## src/rtl/div_repsub.sv

```systemverilog
// Unsigned repeated-subtraction divider with an operand/result handshake.
// Datapath registers and the control FSM share one module but are kept in separate blocks.
module div_repsub #(
    parameter int unsigned W = 16
) (
    input  logic         clk,
    input  logic         reset,
    input  logic         input_available,
    input  logic [W-1:0] operands_bits_A,
    input  logic [W-1:0] operands_bits_B,
    output logic         operands_rdy,
    output logic [W-1:0] result_bits_quotient,
    output logic [W-1:0] result_bits_remainder,
    output logic         result_div_by_zero,
    output logic         result_rdy,
    input  logic         result_taken
);

    localparam logic [1:0] S_IDLE = 2'd0;
    localparam logic [1:0] S_CALC = 2'd1;
    localparam logic [1:0] S_DONE = 2'd2;

    logic [1:0]   r_state;
    logic [1:0]   w_state_next;
    logic [W-1:0] r_rem;
    logic [W-1:0] r_div;
    logic [W-1:0] r_quo;
    logic         r_dbz;

    logic         w_accept;
    logic         w_zero_div;
    logic         w_ge;
    logic         w_sub;
    logic [W-1:0] w_diff;

    assign w_zero_div = (operands_bits_B == '0);
    assign w_ge       = (r_rem >= r_div);
    assign w_diff     = r_rem - r_div;

    // Control: next state and datapath strobes.
    always_comb begin
        w_state_next = r_state;
        w_accept     = 1'b0;
        w_sub        = 1'b0;
        case (r_state)
            S_IDLE: begin
                if (input_available) begin
                    w_accept     = 1'b1;
                    w_state_next = w_zero_div ? S_DONE : S_CALC;
                end
            end
            S_CALC: begin
                if (w_ge) begin
                    w_sub = 1'b1;
                end else begin
                    w_state_next = S_DONE;
                end
            end
            S_DONE: begin
                if (result_taken) begin
                    w_state_next = S_IDLE;
                end
            end
            default: w_state_next = S_IDLE;
        endcase
    end

    always_ff @(posedge clk) begin
        if (!reset) begin
            r_state <= S_IDLE;
        end else begin
            r_state <= w_state_next;
        end
    end

    // Datapath: results hold in IDLE and DONE until the next accept.
    always_ff @(posedge clk) begin
        if (!reset) begin
            r_rem <= '0;
            r_div <= '0;
            r_quo <= '0;
            r_dbz <= 1'b0;
        end else if (w_accept) begin
            r_rem <= operands_bits_A;
            r_div <= operands_bits_B;
            r_quo <= w_zero_div ? '1 : '0;
            r_dbz <= w_zero_div;
        end else if (w_sub) begin
            r_rem <= w_diff;
            r_quo <= r_quo + 1'b1;
        end
    end

    assign operands_rdy          = (r_state == S_IDLE);
    assign result_rdy            = (r_state == S_DONE);
    assign result_bits_quotient  = r_quo;
    assign result_bits_remainder = r_rem;
    assign result_div_by_zero    = r_dbz;

endmodule
```

## config.mk

```make
export PLATFORM = sky130hd
export DESIGN_NAME = div_repsub
export DESIGN_NICKNAME = d
export VERILOG_FILES = /design/src/rtl/div_repsub.sv
export SDC_FILE = /design/constraint.sdc
export NUM_CORES = 1
export LEC_CHECK = 0
export CAP_MARGIN = 20
export CORE_MARGIN = 5
export CORE_UTILIZATION = 46
export DETAILED_ROUTE_END_ITERATION = 12
export GPL_TIMING_DRIVEN = 0
export PLACE_DENSITY = 0.79
export SLEW_MARGIN = 20
export SYNTH_ARGS = -nofsm -noshare
export SYNTH_HDL_FRONTEND = slang
export SYNTH_SLANG_ARGS = --single-unit
export TNS_END_PERCENT = 50
```

## constraint.sdc

```tcl
create_clock -name clk -period 1.95 [get_ports clk]
set_input_delay 0.39 -clock clk [delete_from_list [all_inputs] [get_ports clk]]
set_output_delay 0.39 -clock clk [all_outputs]
set_load 0.01 [all_outputs]
```

**Run 1: wiring by layer**

Scale: 4 px per µm. Two of the layers only.
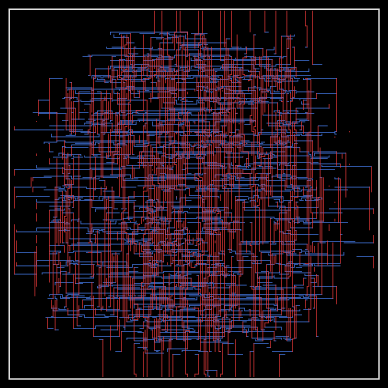
Key: red = M2 [wire length 5570 µm]; blue = M1 [wire length 4820 µm]
Routed WL: 11800 µm
Total Routing Usage GR: 0.258
total vias in the final route: 3695
Avg WL per Cell: 19.8 µm

**Run 1: sequential cells colored by netlist name**

Scale: 6 px per µm. Other sequential cells in the stronger gray, the rest of the logic in the fainter gray.
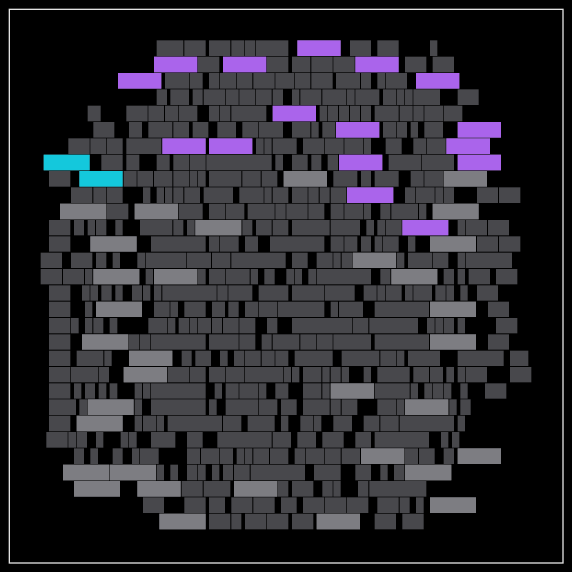
Key: purple = result_bits_quotient [flops 16]; cyan = r_state [flops 2]
register area: 1050 µm²
share of the final layout cell area in sequential cells: 0.213
fin util: 0.736

==> run notes, run 1 <==
yosys + openroad results -> tap cells 80, # placed instances 550, async set-reset flop share out of synthesis 0, total clock network power 0.783 mW, logic share of the area 0.499, Crit path arrival time 2.53 ns, area growth from synthesis to final layout 58.8%, Largest logic family AND-OR/OR-AND gates, IR Drop Worst-Case VDD 0.904 mV, Initial Util 0.463, met3 wire length 1060 µm, kind of path behind the tightest hold check flop to flop, Largest type area fraction 0.330, Seq. pwr 1.55 mW, number of enable-type register cells in the synthesized netlist 0, cell with the largest stage delay on the worst path dfxtp_1, Non-Filler Cell Area, Final 4920 µm², Clock Power Share 0.094, net count after synthesis 455, placed cell area 3990 µm², Worst Setup EP result_bits_remainder[12], setup ws final -0.331 ns, result of the run finished with violations, final RePlAce weighted congestion 0.911, combinational share of power 0.721, number of stages on the worst setup path 9, flops & latches, synth 51, number of top-level pins 71, Seq/Total Area, Yosys 0.330, drt pass-1 iters 5, vias in the first global route 3531, grt met1 use 0.337, worst reg2reg path endpoint result_bits_remainder[12], leakage 1.81 nW, first-pass GRT wire length 17600 µm, post-synthesis cell type count 56, fraction of area in clock buffers and inverters 0.0234, power attributed to combinational cells 6.02 mW, cells after synthesis 401, synth top area cells dfxtp_1, a21oi_1, nand2_1, Internal 4.49 mW, Worst Reg2Reg Path Length in Cells 9, initial antenna violation count 0, max-slew headroom at the worst pin 0.563, total count of max-transition violations in the final report 0, switching portion of total power 0.463, final global-route overflow total 0, maximum capacitance violations 0, Post-Synth Simple-Gate Area 0.229, vertical die dimension 92.1 µm, fa+ha+maj area frac 0.0752, Setup crit start result_bits_remainder[15], final tally of setup violations 34, maximum clock frequency 0.438 GHz, most used routing layer met2, synthesized-area fraction occupied by xor and xnor cells 0.0283, post-detailed-route DRC marker count 0, violations in the final reports setup timing, wire length on met1 4820 µm, start-to-end type of the worst setup path flop to flop, worst min-delay path endpoint r_div[8], Iteration-0 DRC Markers 392, count of warnings emitted by yosys 0, pin count of the biggest net entering global routing 18, uppermost metal layer occupied by signal nets met4
**Run 1: placed standard cells**

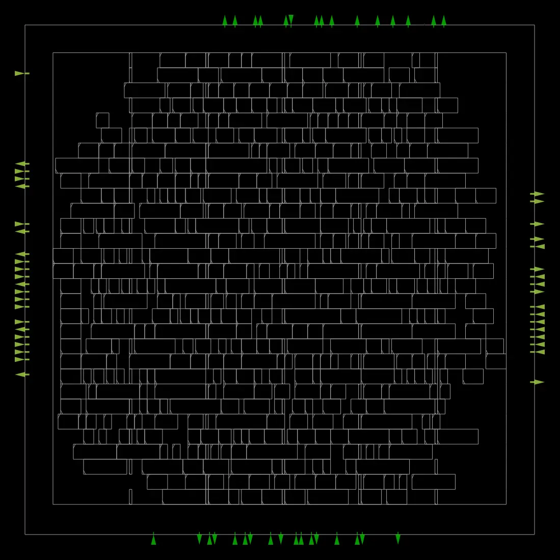
Row Count: 30
non-filler cells, final: 594
total of fill cells in the finished design: 463
Seq Cell Count: 51

[run 1: layout by cell type (no fill, tap or decap), types with 5 or more instances in the layout]
cell	count
a21oi_2	13
a21o_1	6
dfxtp_2	22
o21ai_0	13
a211oi_1	8
nand2b_1	5
dfxtp_1	29
nor2_2	5
clkbuf_1	10
clkbuf_8	5
nor2_1	19
buf_4	28
clkdlybuf4s50_1	67
ha_4	15
buf_6	14
inv_2	10
nand3_1	9
inv_1	10
nand2_1	63
a21oi_1	36
nand4_1	7
xnor2_1	9
[run 1: registers in the layout, summed over array words and instances, names as in the netlist]
signal,cells
result_bits_remainder,16
result_div_by_zero,1
r_state,2
result_bits_quotient,16
r_div,16
[run 1: what timing repair did]
item	CTS	global route
pin swaps	25	29
hold buffers	0	0
buffers inserted	19	16
setup endpoints to repair	35	47
cloned	4	0
resized	79	64
**Run 1: cells colored by class**

Scale: 3 px per µm.
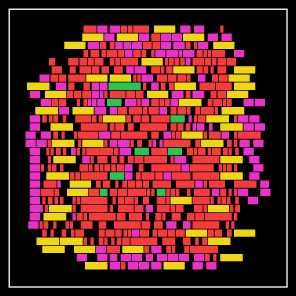

## Run 2: what changed since run 1
--- a/config.mk
+++ b/config.mk
@@ -7,10 +7,10 @@
 export LEC_CHECK = 0
 export CAP_MARGIN = 20
 export CORE_MARGIN = 5
-export CORE_UTILIZATION = 46
+export CORE_UTILIZATION = 51
 export DETAILED_ROUTE_END_ITERATION = 12
 export GPL_TIMING_DRIVEN = 0
-export PLACE_DENSITY = 0.79
+export PLACE_DENSITY = 0.83
 export SLEW_MARGIN = 20
 export SYNTH_ARGS = -nofsm -noshare
 export SYNTH_HDL_FRONTEND = slang
==> constraint.sdc (replaced) <==
create_clock -name clk -period 2.3 [get_ports clk]
set_input_delay 0.46 -clock clk [delete_from_list [all_inputs] [get_ports clk]]
set_output_delay 0.46 -clock clk [all_outputs]
set_load 0.01 [all_outputs]
**Run 2: cells colored by class**

Scale: 3 px per µm.
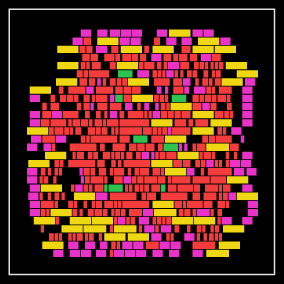
Key: green = clock drivers and dummy loads [cells 8]; magenta = remaining buffers and delay cells [cells 105]; yellow = registers [cells 51]; red = remaining logic cells [cells 329]
Non-Filler Cell Area, Final: 4390 µm²
area of the core: 5920 µm²

**Run 2: met3 routing**

Scale: 4 px per µm.
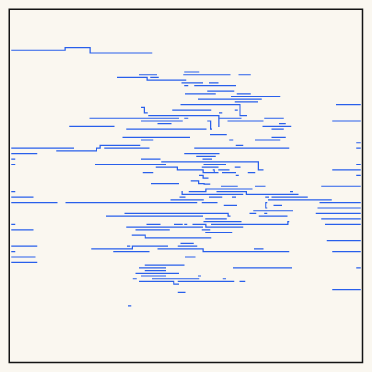
The layer carries 1160 µm of wire. 105 nets have wire on it. The longest straight run is 32.7 µm. The wires run mostly horizontal. The layer holds 11% of the routed length.
Routed WL: 10500 µm
met3 layer usage reported by global route: 0.0546
total vias in the final route: 3562

==> run 2 against run 1 <==
The flow still finishes with violations (setup timing). Power is 28% lower. Global-route usage is 1.2 points lower. Fmax is 3.1% lower. Critical path depth is 1 lower. Worst setup slack better by 0.28 ns. Worst hold slack worse by 0.0043 ns. Flip-flop count stayed put. Critical path type unchanged. Critical endpoint is now result_bits_quotient[9]. Largest cell class unchanged.
==> run notes, run 2 <==
yosys + openroad results -> vertical die dimension 87.9 µm (was 92.1 µm), worst-case clock buffer depth 2 (unchanged), measured slew at the worst slew-check pin 0.597 ns (was 0.656 ns), final tally of setup violations 8 (was 34), hold path start result_div_by_zero (was r_div[8]), share of the final layout cell area in sequential cells 0.234 (was 0.213), maximum capacitance violations 0 (unchanged), Hold Path Cell Cnt 2 (unchanged), worst min-delay path endpoint result_div_by_zero (was r_div[8]), async set-reset flop share out of synthesis 0 (unchanged), wire length on met1 4150 µm (was 4820 µm), post-route total power 6.02 mW (was 8.36 mW), Largest type area fraction 0.330 (unchanged), sort of element at the start of the critical path flop (unchanged), number of stages on the worst setup path 8 (was 9), violations in the final reports setup timing (unchanged), # placed instances 545 (was 550), TritonCTS clock tree yes (unchanged), non-filler cells, final 568 (was 594), tap cells 75 (was 80), vias in the first global route 3130 (was 3531), fraction of area in clock buffers and inverters 0.0194 (was 0.0234), kind of path behind the tightest hold check flop to flop (unchanged), leakage 1.64 nW (was 1.81 nW), number of instances resized during post-cts repair 22 (was 79), flops & latches, synth 51 (unchanged), max-slew headroom at the worst pin 0.602 (was 0.563), Seq/Total Area, Yosys 0.330 (unchanged), result of the run finished with violations (unchanged), total clock network power 0.517 mW (was 0.783 mW), pin count of the biggest net entering global routing 16 (was 18), combinational share of power 0.703 (was 0.721), Commonest cells post-synth nand2_1, dfxtp_1, a21oi_1 (unchanged), commonest cells after routing, fill and taps aside clkdlybuf4s50_1, nand2_1, a21oi_1 (unchanged), drt pass-1 iters 6 (was 5), Row Count 28 (was 30), start-to-end type of the worst setup path flop to flop (unchanged), initial antenna violation count 0 (unchanged), maximum clock frequency 0.425 GHz (was 0.438 GHz), combinational gate area 2180 µm² (was 2450 µm²), synth top area cells dfxtp_1, a21oi_1, nand2_1 (unchanged), cts-stage hold buffer count 0 (unchanged), setup repair after global routing missed its margin true (unchanged), Worst Clk Skew 0.0113 ns (was 0.0119 ns), cell with the largest stage delay on the worst path dfxtp_1 (unchanged), total count of max-transition violations in the final report 0 (unchanged), Seq Cell Count 51 (unchanged), cells after synthesis 401 (unchanged), number of enable-type register cells in the synthesized netlist 0 (unchanged), number of buffers inserted by post-CTS setup repair 2 (was 19), met2 wirelength from detailed routing 4740 µm (was 5570 µm), power attributed to combinational cells 4.23 mW (was 6.02 mW), worst reg2reg path endpoint result_bits_quotient[9] (was result_bits_remainder[12]), final RePlAce weighted congestion 0.973 (was 0.911), most used logic cell in the final layout clkdlybuf4s50_1 (unchanged), fin util 0.741 (was 0.736), net count after synthesis 455 (unchanged), setup ws final -0.0541 ns (was -0.331 ns), buffer share of cell area 0.212 (was 0.229), Worst Reg2Reg Path Length in Cells 8 (was 9), area growth from synthesis to final layout 41.7% (was 58.8%), logic share of the area 0.496 (was 0.499), final global-route overflow total 0 (unchanged), H-Tree Level Count 2 (unchanged), count of warnings emitted by yosys 0 (unchanged), total of fill cells in the finished design 438 (was 463), switching portion of total power 0.479 (was 0.463), number of vias per cell after detailed routing 6.27 (was 6.22), IR Drop Worst-Case VDD 0.897 mV (was 0.904 mV), Avg WL per Cell 18.4 µm (was 19.8 µm), uppermost metal layer occupied by signal nets met4 (unchanged), number of diodes 0 (unchanged), Clock Power Share 0.086 (was 0.094), Seq. pwr 1.27 mW (was 1.55 mW), source-to-sink clock delay at the later pin of the worst-skew pair 0.31 ns (was 0.32 ns), number of top-level pins 71 (unchanged), Initial Util 0.523 (was 0.463), Crit path arrival time 2.57 ns (was 2.53 ns), Iteration-0 DRC Markers 463 (was 392), Internal 3.13 mW (was 4.49 mW), Setup crit start r_div[6] (was result_bits_remainder[15]), Worst Setup EP result_bits_quotient[9] (was result_bits_remainder[12]), first-pass GRT wire length 15000 µm (was 17600 µm), Total Routing Usage GR 0.246 (was 0.258), post-synthesis cell type count 56 (unchanged), power density cells 1370 nW/µm² (was 1700 nW/µm²), worst hold margin 0.458 ns (was 0.463 ns), post-detailed-route DRC marker count 0 (unchanged), met3 wire length 1160 µm (was 1060 µm), register area 1030 µm² (was 1050 µm²)
[run 2: cells by family after synthesis]
group | synth area share
flip-flops | 0.330
buffers and inverters | 0.0541
AND/OR/NAND/NOR | 0.229
multiplexers | 0.00687
adder cells (fa/ha/maj) | 0.0752
XOR/XNOR | 0.0283
AND-OR/OR-AND | 0.277
[run 2: layer usage]
metal,vias to the layer above,global-route usage
li1,1640,-
met1,1628,0.318
met2,246,0.408
met3,48,0.0546
met4,0,0.0725
met5,-,0
[run 2: through the flow]
stage,worst slack (ns),area [µm²]
2_1_floorplan,0.0970,3100
6_report,-0.0541,4390
3_5_place_dp,-0.660,3880
5_1_grt,-0.0998,4390
3_3_place_gp,-0.606,3880
4_1_cts,-0.0160,4070
**Run 2: wiring by layer**

Scale: 4 px per µm. Two of the layers only.
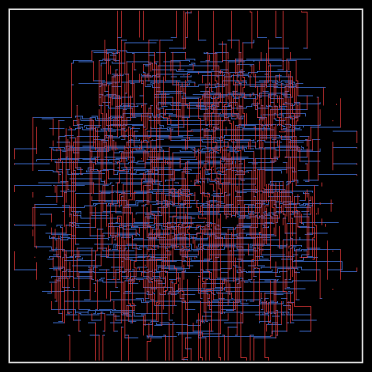

## Run 3: what changed since run 2
--- a/config.mk
+++ b/config.mk
@@ -11,6 +11,8 @@
 export DETAILED_ROUTE_END_ITERATION = 12
 export GPL_TIMING_DRIVEN = 0
 export PLACE_DENSITY = 0.83
+export SKIP_CTS_REPAIR_TIMING = 1
+export SKIP_LAST_GASP = 1
 export SLEW_MARGIN = 20
 export SYNTH_ARGS = -nofsm -noshare
 export SYNTH_HDL_FRONTEND = slang
**Run 3: wiring by layer**

Scale: 4 px per µm. Two of the layers only.
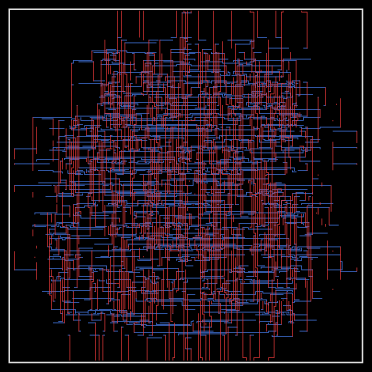
Key: red = M2 [wire length 4700 µm]; blue = M1 [wire length 4140 µm]
Total Routing Usage GR: 0.243
Routed WL: 10200 µm

==> run 3 against run 2 <==
The run still ends with setup timing left. Count of clock-buffer cells in the layout unchanged. Design area increased by 1.4%. Sequential power about the same. Worst hold slack about the same. Worst setup slack improved by 0.022 ns. Combinational power increased by 1%. Fmax increased by 0.94%. Clock power about the same. Clock skew about the same. Routed wire length decreased by 2.6%. Critical path depth unchanged. Highest routed layer unchanged.
==> run notes, run 3 <==
yosys + openroad results -> worst hold margin 0.458 ns (about the same), total count of max-transition violations in the final report 0 (unchanged), cells after synthesis 401 (unchanged), fraction of area in clock buffers and inverters 0.0191 (was 0.0194), source-to-sink clock delay at the later pin of the worst-skew pair 0.31 ns (about the same), net count after synthesis 455 (unchanged), sort of element at the start of the critical path flop (unchanged), wire length on met1 4140 µm (was 4150 µm), most used logic cell in the final layout clkdlybuf4s50_1 (unchanged), ao+oa area frac 0.277 (unchanged), start-to-end type of the worst setup path flop to flop (unchanged), max-slew headroom at the worst pin 0.595 (was 0.602), share of cell area taken by muxes after synthesis 0.00687 (unchanged), most used routing layer met2 (unchanged), tap cells 75 (unchanged), synth top area cells dfxtp_1, a21oi_1, nand2_1 (unchanged), cell with the largest stage delay on the worst path dfxtp_1 (unchanged), post-route total power 6.06 mW (was 6.02 mW), post-detailed-route DRC marker count 0 (unchanged), async set-reset flop share out of synthesis 0 (unchanged), met2 global-route usage 0.403 (was 0.408), number of top-level pins 71 (unchanged), grt met1 use 0.318 (about the same), first-pass GRT wire length 14800 µm (was 15000 µm), leakage 1.64 nW (about the same), synthesized-area fraction occupied by xor and xnor cells 0.0283 (unchanged), worst-case clock buffer depth 2 (unchanged), Commonest cells post-synth nand2_1, dfxtp_1, a21oi_1 (unchanged), H-Tree Level Count 2 (unchanged), fa+ha+maj area frac 0.0752 (unchanged), # placed instances 545 (unchanged), number of diodes 0 (unchanged), Initial Util 0.523 (unchanged), uppermost metal layer occupied by signal nets met4 (unchanged), vertical die dimension 87.9 µm (unchanged), measured slew at the worst slew-check pin 0.608 ns (was 0.597 ns), Crit path arrival time 2.55 ns (was 2.57 ns), placed cell area 3880 µm² (unchanged), final period utilization 1.01 (was 1.02), logic share of the area 0.498 (was 0.496), Worst-path clk slew 0.10 ns (about the same), Non-Filler Cell Area, Final 4450 µm² (was 4390 µm²), number of nets in the layout 549 (was 546), count of warnings emitted by yosys 0 (unchanged), half-perimeter wire length after detailed placement 6990 µm (unchanged), worst reg2reg path endpoint result_bits_quotient[9] (unchanged), post-synthesis cell type count 56 (unchanged), TritonCTS clock tree yes (unchanged), buffer share of cell area 0.214 (was 0.212), final tally of setup violations 15 (was 8), maximum capacitance violations 0 (unchanged), Seq/Total Area, Yosys 0.330 (unchanged), final RePlAce weighted congestion 0.973 (unchanged), vias in the first global route 3068 (was 3130), Final Hold Violation Tally 0 (unchanged), number of vias per cell after detailed routing 6.15 (was 6.27), number of enable-type register cells in the synthesized netlist 0 (unchanged), fin util 0.751 (was 0.741), final global-route overflow total 0 (unchanged), setup repair after global routing missed its margin true (unchanged), violations in the final reports setup timing (unchanged), result of the run finished with violations (unchanged), IR Drop Worst-Case VDD 0.939 mV (was 0.897 mV), met2 wirelength from detailed routing 4700 µm (was 4740 µm), Avg WL per Cell 17.9 µm (was 18.4 µm), Post-Synth Simple-Gate Area 0.229 (unchanged), total of fill cells in the finished design 433 (was 438), Worst Clk Skew 0.0114 ns (was 0.0113 ns), power density cells 1360 nW/µm² (was 1370 nW/µm²), flops & latches, synth 51 (unchanged), Largest type area fraction 0.330 (unchanged), pre-CTS setup slack -0.660 ns (unchanged), Seq Cell Count 51 (unchanged), share of the final layout cell area in sequential cells 0.231 (was 0.234), Iteration-0 DRC Markers 342 (was 463), Worst Reg2Reg Path Length in Cells 8 (unchanged), Largest logic family AND-OR/OR-AND gates (unchanged), setup ws final -0.0322 ns (was -0.0541 ns), drt pass-1 iters 6 (unchanged), Row Count 28 (unchanged), kind of path behind the tightest hold check flop to flop (unchanged), Worst Setup EP result_bits_quotient[9] (unchanged), combinational gate area 2210 µm² (was 2180 µm²), commonest cells after routing, fill and taps aside clkdlybuf4s50_1, nand2_1, a21oi_1 (unchanged), Setup crit start result_bits_remainder[7] (was r_div[6]), initial antenna violation count 0 (unchanged), sum of negative setup slack -0.152 ns (was -0.188 ns)
**Run 3: met3 routing**

Scale: 4 px per µm.
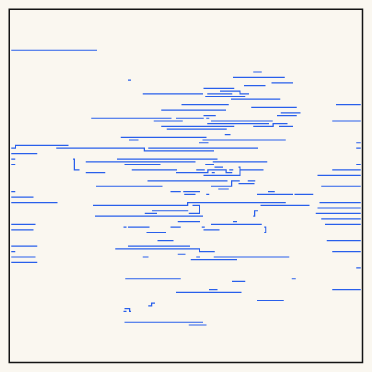
met3 layer usage reported by global route: 0.0508
total vias in the final route: 3512

[run 3: worst min path at each step]
stage,from,endpoint,cells after the start
floorplan,r_div[10],r_div[10],2
global placement,result_div_by_zero,result_div_by_zero,2
detailed placement,result_div_by_zero,result_div_by_zero,2
CTS,result_div_by_zero,result_div_by_zero,2
global route,r_div[4],r_div[4],2
finish,result_div_by_zero,result_div_by_zero,2
[run 3: where the power goes]
part / switching [mW] / internal [mW] / total (mW)
Combinational: 2.37 / 1.91 / 4.28
Clock: 0.302 / 0.213 / 0.515
Sequential: 0.192 / 1.07 / 1.27
[run 3: worst max-delay path: cells and delay by family (launching register included)]
family	cells	cell delay [ns]
adders and majority gates	1	0.28
DFF	1	0.36
AOI/OAI and AO/OA	4	0.97
buffers and inverters	1	0.10
and+or+nand+nor	2	0.53
Power is estimated from default activity; no workload was simulated.
